met1.png
Drawn at 4 px/um. Supply wires on this layer in gray.
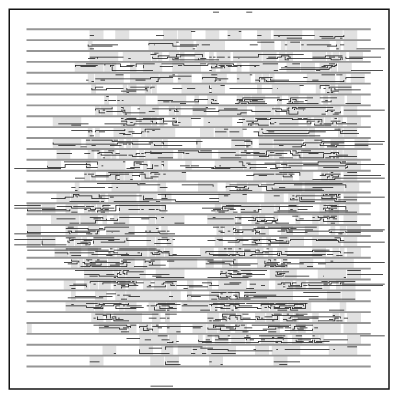
port_nets.png
Drawn at 3 px/um.
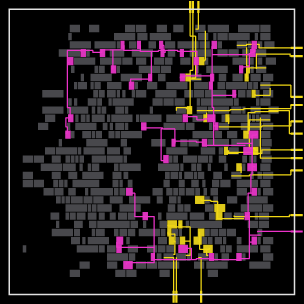
density.png
Drawn at 4 px/um. 9 x 9 tiles, from dark blue (low) to red (high), 0 to 100% covered.
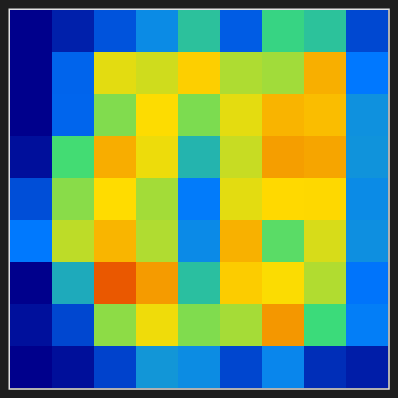
File: src/rtl/ins_encoder.sv
// Encodes field-level instruction descriptors into 32-bit MIPS words and streams
// them into an instruction memory, one word per cycle, within a start/stop session.
module ins_encoder #(
  parameter int ADDR_W    = 8,
  parameter int BASE_ADDR = 0
) (
  input  logic              clk,
  input  logic              rst,
  input  logic              start,
  input  logic              stop,
  input  logic              in_valid,
  output logic              in_ready,
  input  logic [4:0]        alu_code,
  input  logic [4:0]        rs,
  input  logic [4:0]        rt,
  input  logic [4:0]        rd,
  input  logic [4:0]        shamt,
  input  logic [15:0]       imm,
  output logic              imem_wen,
  output logic [ADDR_W-1:0] imem_addr,
  output logic [31:0]       imem_wdata,
  output logic [ADDR_W:0]   count,
  output logic              err,
  output logic              busy
);

  typedef enum logic [1:0] {IDLE, LOAD, FULL} state_t;

  localparam logic [ADDR_W-1:0] BASE  = ADDR_W'(BASE_ADDR);
  localparam logic [ADDR_W:0]   DEPTH = {1'b1, {ADDR_W{1'b0}}};

  // Result bit 32 flags a supported code; bits 31:0 hold the instruction word.
  function automatic logic [32:0] encode(input logic [4:0]  c,
                                         input logic [4:0]  s,
                                         input logic [4:0]  t,
                                         input logic [4:0]  d,
                                         input logic [4:0]  sa,
                                         input logic [15:0] im);
    logic [5:0]  fn;
    logic [5:0]  op;
    logic [32:0] res;
    fn  = 6'd0;
    op  = 6'd0;
    res = 33'd0;
    case (c)
      5'd0:    fn = 6'b100000;
      5'd1:    fn = 6'b100001;
      5'd2:    fn = 6'b100010;
      5'd3:    fn = 6'b100011;
      5'd4:    fn = 6'b100100;
      5'd5:    fn = 6'b100101;
      5'd6:    fn = 6'b100111;
      5'd7:    fn = 6'b101010;
      5'd8:    fn = 6'b000000;
      5'd9:    fn = 6'b000010;
      5'd10:   fn = 6'b000011;
      5'd13:   op = 6'b001100;
      5'd14:   op = 6'b001101;
      5'd15:   op = 6'b001010;
      5'd16:   op = 6'b001000;
      5'd17:   op = 6'b001001;
      5'd18:   op = 6'b100011;
      5'd19:   op = 6'b101011;
      5'd20:   op = 6'b001111;
      default: op = 6'd0;
    endcase
    if (c <= 5'd7)
      res = {1'b1, 6'd0, s, t, d, 5'd0, fn};
    else if (c <= 5'd10)
      res = {1'b1, 6'd0, 5'd0, t, d, sa, fn};
    else if (c == 5'd11)
      res = {1'b1, 6'd0, s, 15'd0, 6'b001000};
    else if (c == 5'd12)
      res = {1'b1, 32'd0};
    else if (c <= 5'd19)
      res = {1'b1, op, s, t, im};
    else if (c == 5'd20)
      res = {1'b1, op, 5'd0, t, im};
    else
      res = 33'd0;
    return res;
  endfunction

  state_t            state_q, state_d;
  logic [ADDR_W-1:0] ptr_q, ptr_d;
  logic [ADDR_W:0]   cnt_q, cnt_d;
  logic              wen_q, wen_d;
  logic [ADDR_W-1:0] addr_q, addr_d;
  logic [31:0]       wdata_q, wdata_d;
  logic              err_q, err_d;
  logic [32:0]       enc;
  logic              accept;

  always_comb begin
    state_d  = state_q;
    ptr_d    = ptr_q;
    cnt_d    = cnt_q;
    wen_d    = 1'b0;
    addr_d   = addr_q;
    wdata_d  = wdata_q;
    err_d    = 1'b0;
    in_ready = (state_q == LOAD) && (cnt_q != DEPTH);
    enc      = encode(alu_code, rs, rt, rd, shamt, imm);
    accept   = in_valid && in_ready;

    // The accepted word is registered straight into the write port, so the
    // pointer and count advance on the same edge the write becomes visible.
    if (accept) begin
      if (enc[32]) begin
        wen_d   = 1'b1;
        addr_d  = ptr_q;
        wdata_d = enc[31:0];
        ptr_d   = ptr_q + 1'b1;
        cnt_d   = cnt_q + 1'b1;
      end else begin
        err_d = 1'b1;
      end
    end

    case (state_q)
      IDLE: if (start) state_d = LOAD;
      LOAD: begin
        if (start)               state_d = LOAD;
        else if (stop)           state_d = IDLE;
        else if (cnt_d == DEPTH) state_d = FULL;
      end
      FULL: begin
        if (start)     state_d = LOAD;
        else if (stop) state_d = IDLE;
      end
      default: state_d = IDLE;
    endcase

    if (start) begin
      ptr_d = BASE;
      cnt_d = '0;
    end
  end

  always_ff @(posedge clk) begin
    if (rst) begin
      state_q <= IDLE;
      ptr_q   <= BASE;
      cnt_q   <= '0;
      wen_q   <= 1'b0;
      addr_q  <= BASE;
      wdata_q <= 32'd0;
      err_q   <= 1'b0;
    end else begin
      state_q <= state_d;
      ptr_q   <= ptr_d;
      cnt_q   <= cnt_d;
      wen_q   <= wen_d;
      addr_q  <= addr_d;
      wdata_q <= wdata_d;
      err_q   <= err_d;
    end
  end

  assign imem_wen   = wen_q;
  assign imem_addr  = addr_q;
  assign imem_wdata = wdata_q;
  assign count      = cnt_q;
  assign err        = err_q;
  assign busy       = (state_q != IDLE);

endmodule
File: config.mk
export PLATFORM = sky130hd
export DESIGN_NAME = ins_encoder
export DESIGN_NICKNAME = d
export VERILOG_FILES = /design/src/rtl/ins_encoder.sv
export SDC_FILE = /design/constraint.sdc
export NUM_CORES = 1
export LEC_CHECK = 0
export CAP_MARGIN = 20
export CORE_MARGIN = 4
export CORE_UTILIZATION = 40
export CTS_CLUSTER_DIAMETER = 150
export DETAILED_ROUTE_END_ITERATION = 10
export GPL_ROUTABILITY_DRIVEN = 0
export GPL_TIMING_DRIVEN = 0
export HOLD_SLACK_MARGIN = 0.15
export PLACE_DENSITY = 0.73
export REMOVE_ABC_BUFFERS = 1
export SETUP_SLACK_MARGIN = 0.5
export SKIP_CTS_REPAIR_TIMING = 1
export SLEW_MARGIN = 40
export SYNTH_ARGS = -nofsm -noshare
export SYNTH_HDL_FRONTEND = slang
export SYNTH_SLANG_ARGS = --single-unit
File: constraint.sdc
create_clock -name clk -period 7.01 [get_ports clk]
set_input_delay 1.402 -clock clk [delete_from_list [all_inputs] [get_ports clk]]
set_output_delay 1.402 -clock clk [all_outputs]
set_load 0.005 [all_outputs]
==> flow_metrics.py <==
# Auto-generated metrics
metrics = {
    "drt": {
        "firstDrtPassIters": 4,
        "drt_iter0_drc": 103,
        "drt-met1-wl_um": 3740,
        "drcViolationCount": 0,
        "via_per_inst": 5.32,
        "final_antenna_net_count": 0,
        "dr_wl_met2_um": 3990,
        "met3_length_um": 561,
        "routed.top_layer": "met4",
        "wl_per_cell_um": 14.8,
    },
    "synthesis": {
        "ys_types": 56,
        "synthFlopType": "dfxtp_1",
        "synth_chip_area_sq_mm": 0.00300,
        "yosysWarnings": 0,
        "syn_area_sq_mm": 0.00300,
        "seq_area_frac_synth_pct": 40.1,
        "edf_count": 0,
        "ys.flops": 60,
        "synth_cells": 381,
        "async_reset_ff_share_pct": 0,
        "ys_cells": 381,
        "avgSynthCellArea_sq_um": 7.87,
    },
    "sta": {
        "max_freq_mhz": 236,
        "rsz0062_at_grt": "false",
        "slew_violations": 0,
        "fin_setup_tns_ns": 0,
        "fin_skew_ns": 0.00981,
        "hold_viol": 0,
        "finalSetupViolCount": 0,
        "tightest_slew_ns": 0.777,
        "relSlewSlack_pct": 48.0,
        "period_minus_slack_ns": 4.23,
        "period_used_pct": 60.4,
        "hold_ws_ns": 0.450,
    },
    "power": {
        "p_leak_nw": 1.43,
        "power.density_mw_per_mm2": 197,
        "peakVddDrop_uv": 98.0,
    },
    "place": {
        "place_area_sq_mm": 0.00400,
        "hpwl_um": 5840,
        "numPortBuffers": 97,
    },
    "setup_path": {
        "end_kind": "flip-flop",
        "slowest_delay_ns": 0.82,
        "crit_fanout": 24,
        "path_buffers": 1,
        "worstPathArrival_ns": 4.47,
        "crit_family": "simple AND/OR/NAND/NOR gates",
        "cp_slowest_cell": "clkdlybuf4s50_1",
        "cp_data_required_time_ns": 7.25,
        "critPathKind": "in -> reg",
        "crit_path_cell_trace": "clkdlybuf4s50_1 > and2_1 > nor3_1 > and4_1 > mux2_1 > or4b_1 > a22o_1",
        "critical_path.startpoint_type": "input port",
    },
    "global_route": {
        "grt_util_met2_pct": 30.9,
        "grt_use_met3_pct": 5.34,
        "grt_pass1_wl_um": 13100,
        "gr-max-usage-layer": "met2",
        "grt_max_degree": 38,
        "grt_use_total_pct": 18.5,
        "overflow": 0,
        "antenna_found_initial": 0,
        "grt_pass1_vias": 2817,
    },
    "floorplanning": {
        "rows": 31,
        "fp_util_pct": 41.3,
        "die_h_um": 94.6,
        "core_area_sq_mm": 0.00725,
        "die_w_um": 94.6,
        "die_area_sq_mm": 0.00894,
        "io_pins": 99,
    },
    "final_layout": {
        "fin_nets": 509,
        "fillerInstances": 681,
        "antenna_cells": 0,
        "drive_gt1_share_pct": 6.67,
        "syn2layout_area_growth_pct": 41.6,
        "fin_area_sq_mm": 0.00425,
    },
    "clock_network": {
        "path_clk_slew_ns": 0.07,
        "cts_inserted_buffers": 9,
        "cts_root_buf": "clkbuf_8",
        "cts-htree-levels": 3,
        "clock_sinks": 60,
        "clock_latency_ns": 0.34,
        "cts_tree": "built",
        "clk_path_buf_depth": 2,
    },
    "worst_hold_path": {
        "hp-class": "reg -> reg",
    },
    "job": {
        "warnings": 26,
        "drv_cap": 0,
    },
    "outcome": {
        "run_status": "finished clean",
    },
}
-- met1.png (at the start) --
The longest straight run is 25.3 um. The layer holds 45% of the routed length. The layer carries 3,740 um of wire. The wires run mostly horizontal. 449 nets have wire on it.
DRT Wirelength: 8370 um
Vias: 2,998
met1 Track Usage GR: 22.8%

-- port_nets.png (at the start) --
`rst`: drawn in magenta, bits 1, direction input, end cells 44, buffers 2, wire 426 um. `imm`: drawn in yellow, bits 16, direction input, end cells 23, buffers 16, wire 485 um.

-- density.png (at the start) --
20% of the tiles are over 75% full. The emptiest ninth of the die: top left. The mean over all tiles is 46%. The fullest tile reaches 90%. 6.2% of the tiles are nearly empty.

[area by class of cell]
class,count,area (sq um),area share [%]
sequential,60,1200,28.3
tap,99,124,2.92
inverter,3,11.3,0.265
timing repair buffer,99,1010,23.8
clock inverter,6,111,2.62
multi-input combinational,287,1660,39.1
clock buffer,10,128,3.01
[registers in the layout, indices dropped and copies added, names as in the netlist]
register,flops
count,9
imem_wen,1
state_q,2
err,1
imem_wdata,31
imem_addr,8
ptr_q,8
[worst min-delay path, stage by stage (launching register included)]
cell and delay, ns:
dfxtp_1 0.31, nand2_1 0.05, a21oi_1 0.05
[layout by cell type (no fill, tap or decap), types with 6 or more instances in the layout]
| master | synthesis | layout |
|---|---|---|
| dfxtp_1 | 60 | 60 |
| o21ai_0 | 13 | 13 |
| nand3_1 | 21 | 21 |
| nand3b_1 | 6 | 6 |
| clkdlybuf4s50_1 | 0 | 96 |
| clkbuf_8 | 0 | 9 |
| nand2_1 | 60 | 59 |
| a22oi_1 | 11 | 11 |
| a21oi_1 | 30 | 29 |
| nor2_1 | 43 | 43 |
| xnor2_1 | 9 | 9 |
| nor3_1 | 8 | 8 |
| xor2_1 | 7 | 7 |
[stage by stage]
stage | utilization (%) | setup WS, ns | power [mW] | std cells
3_3_place_gp | 54.6 | 1.85 | 0.460 | 546
2_1_floorplan | - | 3.35 | 0.400 | 350
4_1_cts | 58.5 | 2.86 | 0.843 | 564
5_1_grt | 58.5 | 2.61 | 0.867 | 564
6_report | 58.5 | 2.78 | 0.837 | 564
3_5_place_dp | 55.2 | 2.51 | 0.464 | 548
[cell usage after synthesis (5+ instances only)]
library cell	count	area [sq um]
nor3b_1	5	37.5
xor2_1	7	61.3
nor2b_1	5	31.3
nand3_1	21	105
a311oi_1	5	43.8
nor2_1	43	161
nor3_1	8	40.0
a22oi_1	11	82.6
nand3b_1	6	45.0
xnor2_1	9	78.8
clkbuf_1	21	78.8
dfxtp_1	60	1200
nand2_1	60	225
a21oi_1	30	150
o21ai_0	13	65.1
[where the power goes]
part,switching (mW),internal [mW],total (mW)
clock,0.143,0.237,0.380
combinational,0.0512,0.0538,0.105
sequential,0.00403,0.347,0.352
[kinds of logic (layout without fill, tap and decap cells)]
| family | Yosys count | after routing | synth area share, % |
|---|---|---|---|
| AND/OR/NAND/NOR | 179 | 179 | 30.0 |
| multiplexers | 2 | 2 | 0.710 |
| buffers and inverters | 34 | 118 | 4.76 |
| adder cells (fa/ha/maj) | 3 | 3 | 1.25 |
| flip-flops | 60 | 60 | 40.1 |
| XOR/XNOR | 16 | 16 | 4.67 |
| AND-OR/OR-AND | 86 | 86 | 18.4 |
| other | 1 | 1 | 0.125 |
[worst paths after layout]
check                           slack, ns                   startpoint                           to  cells past startpoint
worst max register to register       4.09          count[0]$_SDFF_PP0_      state_q[0]$_SDFFE_PP0P_                      8
worst max-delay path                 2.78                  alu_code[3]      state_q[0]$_SDFFE_PP0P_                      7
worst min-delay path                 0.45  imem_wdata[19]$_SDFFE_PP0P_  imem_wdata[19]$_SDFFE_PP0P_                      2
worst min register to register       0.45  imem_wdata[19]$_SDFFE_PP0P_  imem_wdata[19]$_SDFFE_PP0P_                      2
No activity file was given, so power comes from the tool's default toggle rates.
